File: src/rtl/muldiv_unit.sv
// ---------------------------------------------------------------------------
// muldiv_unit
//   Iterative multiply/divide unit owning the HI/LO register pair.
//   MULT/MULTU use radix-2 shift-add; DIV/DIVU use restoring division.
//   Each operation takes N RUN cycles plus one FIX cycle for sign correction.
//   Divide by zero completes in one cycle with a flag.
//
// Ports
//   i_clk       rising-edge clock
//   i_rst_n     asynchronous active-low reset
//   i_start     operation request, sampled only in IDLE
//   i_op        0 = multiply, 1 = divide
//   i_sign      1 = signed (two's complement), 0 = unsigned
//   i_a, i_b    operands, sampled on the accepting edge
//   i_wr_hi     MTHI write strobe (IDLE only)
//   i_wr_lo     MTLO write strobe (IDLE only)
//   i_wdata     MTHI/MTLO data
//   o_busy      operation in flight (RUN or FIX)
//   o_done      one-cycle pulse, HI/LO updated this cycle
//   o_div_zero  last divide had a zero divisor (held until next accepted start)
//   o_hi, o_lo  architectural HI/LO registers
// ---------------------------------------------------------------------------
module muldiv_unit #(
  parameter int N = 32
) (
  input  logic         i_clk,
  input  logic         i_rst_n,
  input  logic         i_start,
  input  logic         i_op,
  input  logic         i_sign,
  input  logic [N-1:0] i_a,
  input  logic [N-1:0] i_b,
  input  logic         i_wr_hi,
  input  logic         i_wr_lo,
  input  logic [N-1:0] i_wdata,
  output logic         o_busy,
  output logic         o_done,
  output logic         o_div_zero,
  output logic [N-1:0] o_hi,
  output logic [N-1:0] o_lo
);

  localparam int CNT_W = $clog2(N);
  localparam logic [CNT_W-1:0] LAST_CNT = CNT_W'(N - 1);

  typedef enum logic [1:0] {
    S_IDLE = 2'd0,
    S_RUN  = 2'd1,
    S_FIX  = 2'd2
  } state_t;

  // Two's complement negation, modulo the operand width.
  function automatic logic [N-1:0] f_neg(input logic [N-1:0] x);
    f_neg = ~x + N'(1);
  endfunction

  // Two's complement negation of a full-width product.
  function automatic logic [2*N-1:0] f_neg2(input logic [2*N-1:0] x);
    f_neg2 = ~x + (2*N)'(1);
  endfunction

  state_t           r_state;
  state_t           w_state_nxt;
  logic [CNT_W-1:0] r_cnt;
  logic             r_op;
  logic             r_neg_res;   // result (product/quotient) must be negated
  logic             r_neg_rem;   // remainder takes the dividend's sign
  logic             r_done;
  logic             r_div_zero;
  logic [N-1:0]     r_hi;
  logic [N-1:0]     r_lo;

  // Shared datapath: multiply keeps {upper partial product, multiplier},
  // divide keeps {remainder, quotient/dividend shift register}.
  logic [2*N-1:0]   r_acc;
  logic [N-1:0]     r_opb;

  logic             w_accept;
  logic             w_dz;
  logic             w_wr_ok;
  logic [N-1:0]     w_abs_a;
  logic [N-1:0]     w_abs_b;
  logic [N:0]       w_sum;
  logic [N:0]       w_trial;
  logic [2*N-1:0]   w_mul_nxt;
  logic [2*N-1:0]   w_div_nxt;
  logic [2*N-1:0]   w_prod;
  logic [N-1:0]     w_quot;
  logic [N-1:0]     w_rem;

  // Operand magnitudes at the accepting edge.
  assign w_abs_a = (i_sign && i_a[N-1]) ? f_neg(i_a) : i_a;
  assign w_abs_b = (i_sign && i_b[N-1]) ? f_neg(i_b) : i_b;

  // Shift-add step: carry out of the upper-half add shifts into the MSB.
  assign w_sum     = {1'b0, r_acc[2*N-1:N]} + {1'b0, (r_acc[0] ? r_opb : '0)};
  assign w_mul_nxt = {w_sum, r_acc[N-1:1]};

  // Restoring step: shifted remainder is below twice the divisor, so the
  // MSB of the (N+1)-bit difference is set exactly when the trial fails.
  assign w_trial   = {r_acc[2*N-1:N], r_acc[N-1]} - {1'b0, r_opb};
  assign w_div_nxt = w_trial[N] ? {r_acc[2*N-2:0], 1'b0}
                                : {w_trial[N-1:0], r_acc[N-2:0], 1'b1};

  // Sign correction applied in FIX.
  assign w_prod = r_neg_res ? f_neg2(r_acc) : r_acc;
  assign w_quot = r_neg_res ? f_neg(r_acc[N-1:0]) : r_acc[N-1:0];
  assign w_rem  = r_neg_rem ? f_neg(r_acc[2*N-1:N]) : r_acc[2*N-1:N];

  // Next-state logic
  always_comb begin
    w_state_nxt = r_state;
    w_accept    = 1'b0;
    w_dz        = 1'b0;
    case (r_state)
      S_IDLE: begin
        if (i_start) begin
          if (i_op && (i_b == '0)) begin
            w_dz = 1'b1;
          end else begin
            w_accept    = 1'b1;
            w_state_nxt = S_RUN;
          end
        end
      end
      S_RUN: begin
        if (r_cnt == LAST_CNT) begin
          w_state_nxt = S_FIX;
        end
      end
      S_FIX: begin
        w_state_nxt = S_IDLE;
      end
      default: begin
        w_state_nxt = S_IDLE;
      end
    endcase
  end

  // A start in IDLE (including divide by zero) takes priority over MTHI/MTLO.
  assign w_wr_ok = (r_state == S_IDLE) && !i_start;

  // Stage p0: control state, counter, HI/LO and status flags
  always_ff @(posedge i_clk or negedge i_rst_n) begin
    if (!i_rst_n) begin
      r_state    <= S_IDLE;
      r_cnt      <= '0;
      r_done     <= 1'b0;
      r_div_zero <= 1'b0;
      r_hi       <= '0;
      r_lo       <= '0;
    end else begin
      r_state <= w_state_nxt;
      r_done  <= 1'b0;
      if (w_accept) begin
        r_cnt      <= '0;
        r_div_zero <= 1'b0;
      end else if (r_state == S_RUN) begin
        r_cnt <= r_cnt + CNT_W'(1);
      end
      if (w_dz) begin
        r_hi       <= i_a;
        r_lo       <= '1;
        r_div_zero <= 1'b1;
        r_done     <= 1'b1;
      end else if (r_state == S_FIX) begin
        r_done     <= 1'b1;
        r_div_zero <= 1'b0;
        if (r_op) begin
          r_hi <= w_rem;
          r_lo <= w_quot;
        end else begin
          r_hi <= w_prod[2*N-1:N];
          r_lo <= w_prod[N-1:0];
        end
      end else if (w_wr_ok) begin
        if (i_wr_hi) begin
          r_hi <= i_wdata;
        end
        if (i_wr_lo) begin
          r_lo <= i_wdata;
        end
      end
    end
  end

  // Stage p1: iterative datapath (data only, no reset needed)
  always_ff @(posedge i_clk) begin
    if (w_accept) begin
      r_op      <= i_op;
      r_neg_res <= i_sign && (i_a[N-1] ^ i_b[N-1]);
      r_neg_rem <= i_sign && i_a[N-1];
      r_opb     <= w_abs_b;
      r_acc     <= {{N{1'b0}}, w_abs_a};
    end else if (r_state == S_RUN) begin
      r_acc <= r_op ? w_div_nxt : w_mul_nxt;
    end
  end

  assign o_busy     = (r_state == S_RUN) || (r_state == S_FIX);
  assign o_done     = r_done;
  assign o_div_zero = r_div_zero;
  assign o_hi       = r_hi;
  assign o_lo       = r_lo;

endmodule

File: config.mk
export PLATFORM = sky130hd
export DESIGN_NAME = muldiv_unit
export DESIGN_NICKNAME = d
export VERILOG_FILES = /design/src/rtl/muldiv_unit.sv
export SDC_FILE = /design/constraint.sdc
export NUM_CORES = 1
export LEC_CHECK = 0
export CAP_MARGIN = 5
export CORE_AREA = 2 2 159 161
export CTS_CLUSTER_DIAMETER = 150
export DETAILED_ROUTE_END_ITERATION = 16
export DIE_AREA = 0 0 161 163
export GPL_TIMING_DRIVEN = 1
export PLACE_DENSITY = 0.82
export SLEW_MARGIN = 20
export SYNTH_ARGS = -nofsm -noshare
export SYNTH_HDL_FRONTEND = slang
export SYNTH_SLANG_ARGS = --single-unit
File: constraint.sdc
create_clock -name i_clk -period 9 [get_ports i_clk]
set_input_delay 1.35 -clock i_clk [delete_from_list [all_inputs] [get_ports i_clk]]
set_output_delay 1.35 -clock i_clk [all_outputs]
set_load 0.01 [all_outputs]
==> run_1/clock_wires.png <==
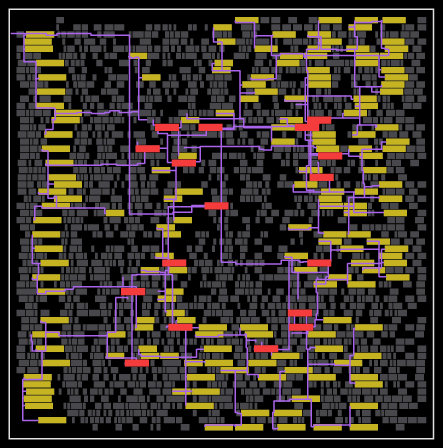
[clock-net drivers] red | count: 17
[flip-flops] yellow | count: 172
[clock wires] purple | length: 2,480 um
routed clock nets: 18
P_clk: 767 uW
Late-Pin Clk Latency: 0.46 ns
clock network power share: 13.0%

==> run_1/util_map.png <==
16 x 16 tiles, from dark blue (low) to red (high), 0 to 100% covered.
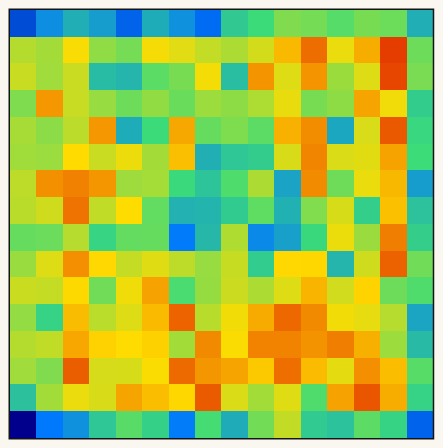
nearly empty tiles: 0.40%
tiles over 75% full: 26%
mean over tiles: 63%
fullest tile: 93%
fp_density: 59.1%
Core ar.: 24,700 um2
post-route core utilization: 68.8%

==> run_1/congestion_map.png <==
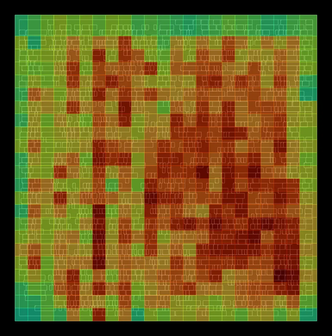
GRT met1 Usage: 47.7%
WL/cell: 23.0 um
Top Usage Layer GRT: met2
All-Layer GR Usage: 38.4%
met2 usage in global routing: 62.8%

==> run 1: layout by cell type (no fill, tap or decap), types with 8 or more instances in the layout <==
cell type        instances
o21a_1                   8
dfxtp_1                 32
nor3_1                  27
dfrtp_1                 73
xnor2_1                 89
mux2i_1                 55
o22a_1                  14
a31oi_1                 31
a21oi_1                163
o31ai_1                 25
nor4_1                   9
xor2_1                  87
nand4_1                 16
or3_1                   19
o41ai_1                 12
clkbuf_16               17
nand3_1                 26
o211ai_1                 8
buf_4                   12
nor2b_1                 19
nand2_1                156
a22oi_1                 13
a211oi_1                22
nand2b_1                17
and2_1                   9
clkdlybuf4s50_1        168
a221o_1                  9
ha_1                    72
edfxtp_1                67
o21ai_0                148
nor2_1                 181
a21o_1                  34
or4_1                   14
inv_1                   67
and3_1                   8
==> run 1: cell families after synthesis <==
kind of cell / share of synthesized area (%)
flops: 30.7
compound gates: 24.8
mux: 4.31
fa+ha+maj: 6.54
xor+xnor: 10.7
simple gates: 18.2
buf+inv: 4.73
==> run 1: how the worst max path moves through the flow <==
stage,end,cells past startpoint,from
detailed placement,r_acc[1],10,i_b[3]
CTS,r_acc[1],10,i_b[3]
finish,r_acc[1],10,i_b[3]
floorplan,r_acc[1],11,i_b[0]
global placement,r_acc[11],10,i_b[3]
global route,r_acc[1],10,i_b[3]
==> run 1: flip-flops by register name, summed over array words and instances, names as in the netlist, 2 cells and up <==
name / flops
r_opb: 32
o_hi: 32
o_lo: 32
r_acc: 64
r_cnt: 5
r_state: 2
==> run 1: power by group through the flow <==
stage	Sequential, uW	Combinational (uW)	Clock [uW]
4_1_cts	1650	3400	763
3_3_place_gp	1660	3330	0
2_1_floorplan	1540	2300	0
6_report	1680	3460	767
3_5_place_dp	1670	3380	0
5_1_grt	1710	3750	792
==> qor.csv, run 1 <==
stage,metric,value,unit
status,outcome,finished clean,
power,switchingPower,2870,uW
cells_and_area,clockNetworkAreaShare,3.51,%
cells_and_area,nonClkBufAreaFrac,10.4,%
timing,slew_viol_final,0,
hold_path,hold_start,o_lo[25],
cells_and_area,inv_count,68,
critical_path,reg2reg_slack,4.56,ns
critical_path,reg2reg_to,r_acc[47],
synthesis,ys_seq_share,30.7,%
timing,setup_tns,0,ns
placement,numPortBuffers,169,
synthesis,ys_cells,1772,
critical_path,critPathKind,input pin to flip-flop,
synthesis,syn_avg_cell_area,8.23,um2
synthesis,syn_inst,1772,
critical_path,rr_worst_depth,14,
hold_path,min_path_type,flip-flop to flip-flop,
power,p_int,3040,uW
critical_path,crit_family,simple AND/OR/NAND/NOR gates,
drt,vias,14400,
cells_and_area,seq-cell-share,26.4,%
timing,hold_viol,0,
floorplanning,io_pins,170,
floorplanning,n_tap_cell,330,
critical_path,worstPathArrival,5.63,ns
synthesis,top_cell_area_share,13.8,%
drt,finalWirelength,50.7,mm
cells_and_area,nets,2046,
power,power.share.switching,48.5,%
synthesis,topCellsByArea,"edfxtp_1, dfrtp_1, ha_1",
drt,vias_per_cell,6.53,
placement,gp_congestion,1.02,
power,power,5910,uW
global_routing,grt_max_degree,88,
clocking,htree_levels,4,
timing,rsz0062_at_grt,false,
cells_and_area,logic_gate_count,1429,
clocking,path_clk_slew,0.08,ns
synthesis,top_cell,nor2_1,
cells_and_area,n_fill_cell,2022,
cells_and_area,diodes,0,
cells_and_area,fin_area,17000,um2
power,ir_worst_vdd,0.157,mV
timing,maxSlewHeadroom,25.0,%
power,leakagePower,0.00698,uW
cells_and_area,largest_class,multi-input combinational cells,
placement,hpwlAfterDp,39.0,mm
cells_and_area,regArea,4480,um2
floorplanning,rows,58,
job,warning_count,28,
power,sequentialPowerShare,28.4,%
placement,pre_cts_ws,3.12,ns
critical_path,critical_path.max_fanout,73,
timing,max_freq,0.183,GHz
power,power_density,348,nW/um2
timing,finalCritPeriodShare,60.9,%
clocking,cts_resized,0,
power,pwr-share-comb,58.6,%
timing,worst_pin_slew,1.13,ns
global_routing,grt_pass1_vias,13600,
synthesis,fp_nets,1950,
==> run 1 -> run 2 <==
--- a/config.mk
+++ b/config.mk
@@ -6,12 +6,12 @@
 export NUM_CORES = 1
 export LEC_CHECK = 0
 export CAP_MARGIN = 5
-export CORE_AREA = 2 2 159 161
+export CORE_AREA = 2 2 171 173
 export CTS_CLUSTER_DIAMETER = 150
 export DETAILED_ROUTE_END_ITERATION = 16
-export DIE_AREA = 0 0 161 163
+export DIE_AREA = 0 0 173 175
 export GPL_TIMING_DRIVEN = 1
-export PLACE_DENSITY = 0.82
+export PLACE_DENSITY = 0.75
 export SLEW_MARGIN = 20
 export SYNTH_ARGS = -nofsm -noshare
 export SYNTH_HDL_FRONTEND = slang
==> constraint.sdc (replaced) <==
create_clock -name i_clk -period 4.8 [get_ports i_clk]
set_input_delay 0.72 -clock i_clk [delete_from_list [all_inputs] [get_ports i_clk]]
set_output_delay 0.72 -clock i_clk [all_outputs]
set_load 0.01 [all_outputs]
==> run 2 against run 1 <==
  * Routed wire length down 0.75%
  * Flip-flop count unchanged
  * Combinational power up 89%
  * First-iteration DRC count up 13%
  * Worst setup slack worse by 2.8 ns
  * Critical path depth up 3
  * Sequential power up 87%
  * Global-route usage down 5.7 points
  * Sequential share of layout area down 0.31 points
  * Register-to-register slack worse by 3.9 ns
  * Critical endpoint is now o_hi[24]
==> qor.csv, run 2 <==
stage,metric,value,unit
global_routing,grt_max_degree,74,
power,leakagePower,0.00706,uW
timing,rsz0062_at_grt,false,
clocking,postCtsSetupBuffers,0,
floorplanning,rows,62,
placement,pre_cts_ws,0.395,ns
cells_and_area,fin_area,17200,um2
global_routing,grt_util_all_layers,32.7,%
synthesis,syn_inst,1772,
global_routing,grt_pass1_vias,13300,
cells_and_area,nets,2058,
cells_and_area,regArea,4480,um2
synthesis,syn_avg_cell_area,8.23,um2
power,ir_worst_vdd,0.271,mV
cells_and_area,top_register,r_acc,
clocking,path_clk_slew,0.09,ns
timing,finalCritPeriodShare,85.5,%
cells_and_area,fin_util,60.5,%
placement,numPortBuffers,169,
drt,wl_per_cell,22.1,um
floorplanning,fp_util,51.4,%
critical_path,reg2reg_to,o_hi[24],
synthesis,topCellsByArea,"edfxtp_1, dfrtp_1, ha_1",
critical_path,path_depth,13,
cells_and_area,largest_reg_flops,64,
clocking,cts_resized,0,
clocking,htree_levels,4,
cells_and_area,mostFrequentLayoutCells,"nor2_1, clkdlybuf4s50_1, a21oi_1, nand2_1, o21ai_0",
timing,hold_viol,0,
timing,maxSlewHeadroom,30.7,%
synthesis,ys_seq_share,30.7,%
critical_path,worstPathArrival,4.43,ns
synthesis,top_cell,nor2_1,
timing,setup_tns,0,ns
synthesis,top_cell_area_share,13.8,%
timing,slew_viol_final,0,
cells_and_area,n_fill_cell,2545,
critical_path,critPathKind,flip-flop to flip-flop,
drt,vias,14300,
synthesis,ys_cells,1772,
critical_path,cp-endpoint,o_hi[24],
timing,max_freq,0.244,GHz
critical_path,crit_family,simple AND/OR/NAND/NOR gates,
status,outcome,finished clean,
timing,worst_pin_slew,1.04,ns
job,warning_count,28,
floorplanning,core_area,28400,um2
cells_and_area,lay_top_count,nor2_1,
drt,finalWirelength,50.4,mm
==> run 2: cell types whose count changed in the layout (fill, tap and decap cells not counted) <==
cell | previous run | this run
buf_4 | 12 | 22
buf_12 | 0 | 2
clkinv_4 | 1 | 3
inv_6 | 3 | 1
clkinv_8 | 4 | 5
clkinvlp_4 | 1 | 0
inv_12 | 0 | 1
inv_4 | 1 | 0
==> run 2: layer usage <==
metal  wire length, um  up-vias  GRT usage (%)
met5                 0        -              0
met4              2660        0           17.1
li1                  -     6681              -
met3              4980      135           6.51
met2             22400      844           52.1
met1             20400     6682           42.1
==> run 2: layout make-up <==
cell class | instances | share of cell area (%)
inverters | 68 | 1.49
well taps | 384 | 2.80
clock inverters | 15 | 1.10
multi-input cells | 1429 | 55.0
clock buffers | 17 | 2.48
repair buffers | 192 | 11.0
flip-flops and latches | 172 | 26.1
==> run 2: power breakdown <==
group	switching [uW]	leakage (uW)	internal, uW
combinational	3730	0.00498	2800
clock	731	0.000298	713
sequential	884	0.00178	2250
==> run 2: worst register-to-register path: cells and delay by family (launching register included) <==
| kind | cells | cell delay, ns |
|---|---|---|
| xor+xnor | 1 | 0.26 |
| compound gates | 3 | 0.47 |
| buf+inv | 2 | 0.67 |
| fa+ha+maj | 1 | 0.25 |
| flops | 1 | 0.49 |
| simple gates | 6 | 1.85 |
==> run 2: cells by family after synthesis <==
family | Yosys count | share of synthesized area (%)
AND-OR/OR-AND | 570 | 24.8
flip-flops | 172 | 30.7
buffers and inverters | 171 | 4.73
XOR/XNOR | 177 | 10.7
multiplexers | 62 | 4.31
AND/OR/NAND/NOR | 545 | 18.2
adder cells (fa/ha/maj) | 75 | 6.54
==> run_2/clock_wires.png <==
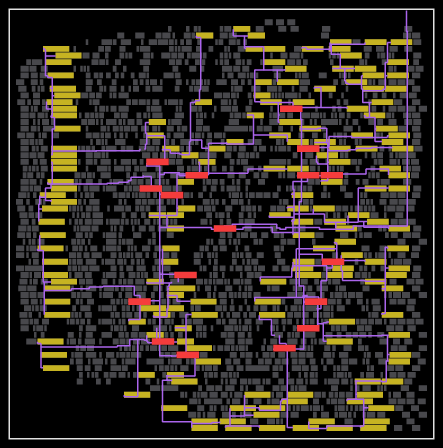
[flip-flops] yellow | count: 172
[clock wires] purple | length: 2,360 um
[clock-net drivers] red | count: 17
routed clock nets: 18
flops lie: spread over the die
P_clk: 1440 uW
clock skew: 0.0163 ns
Late-Pin Clk Latency: 0.45 ns

Power figures rest on the tool's default switching activity, not on a simulated workload.
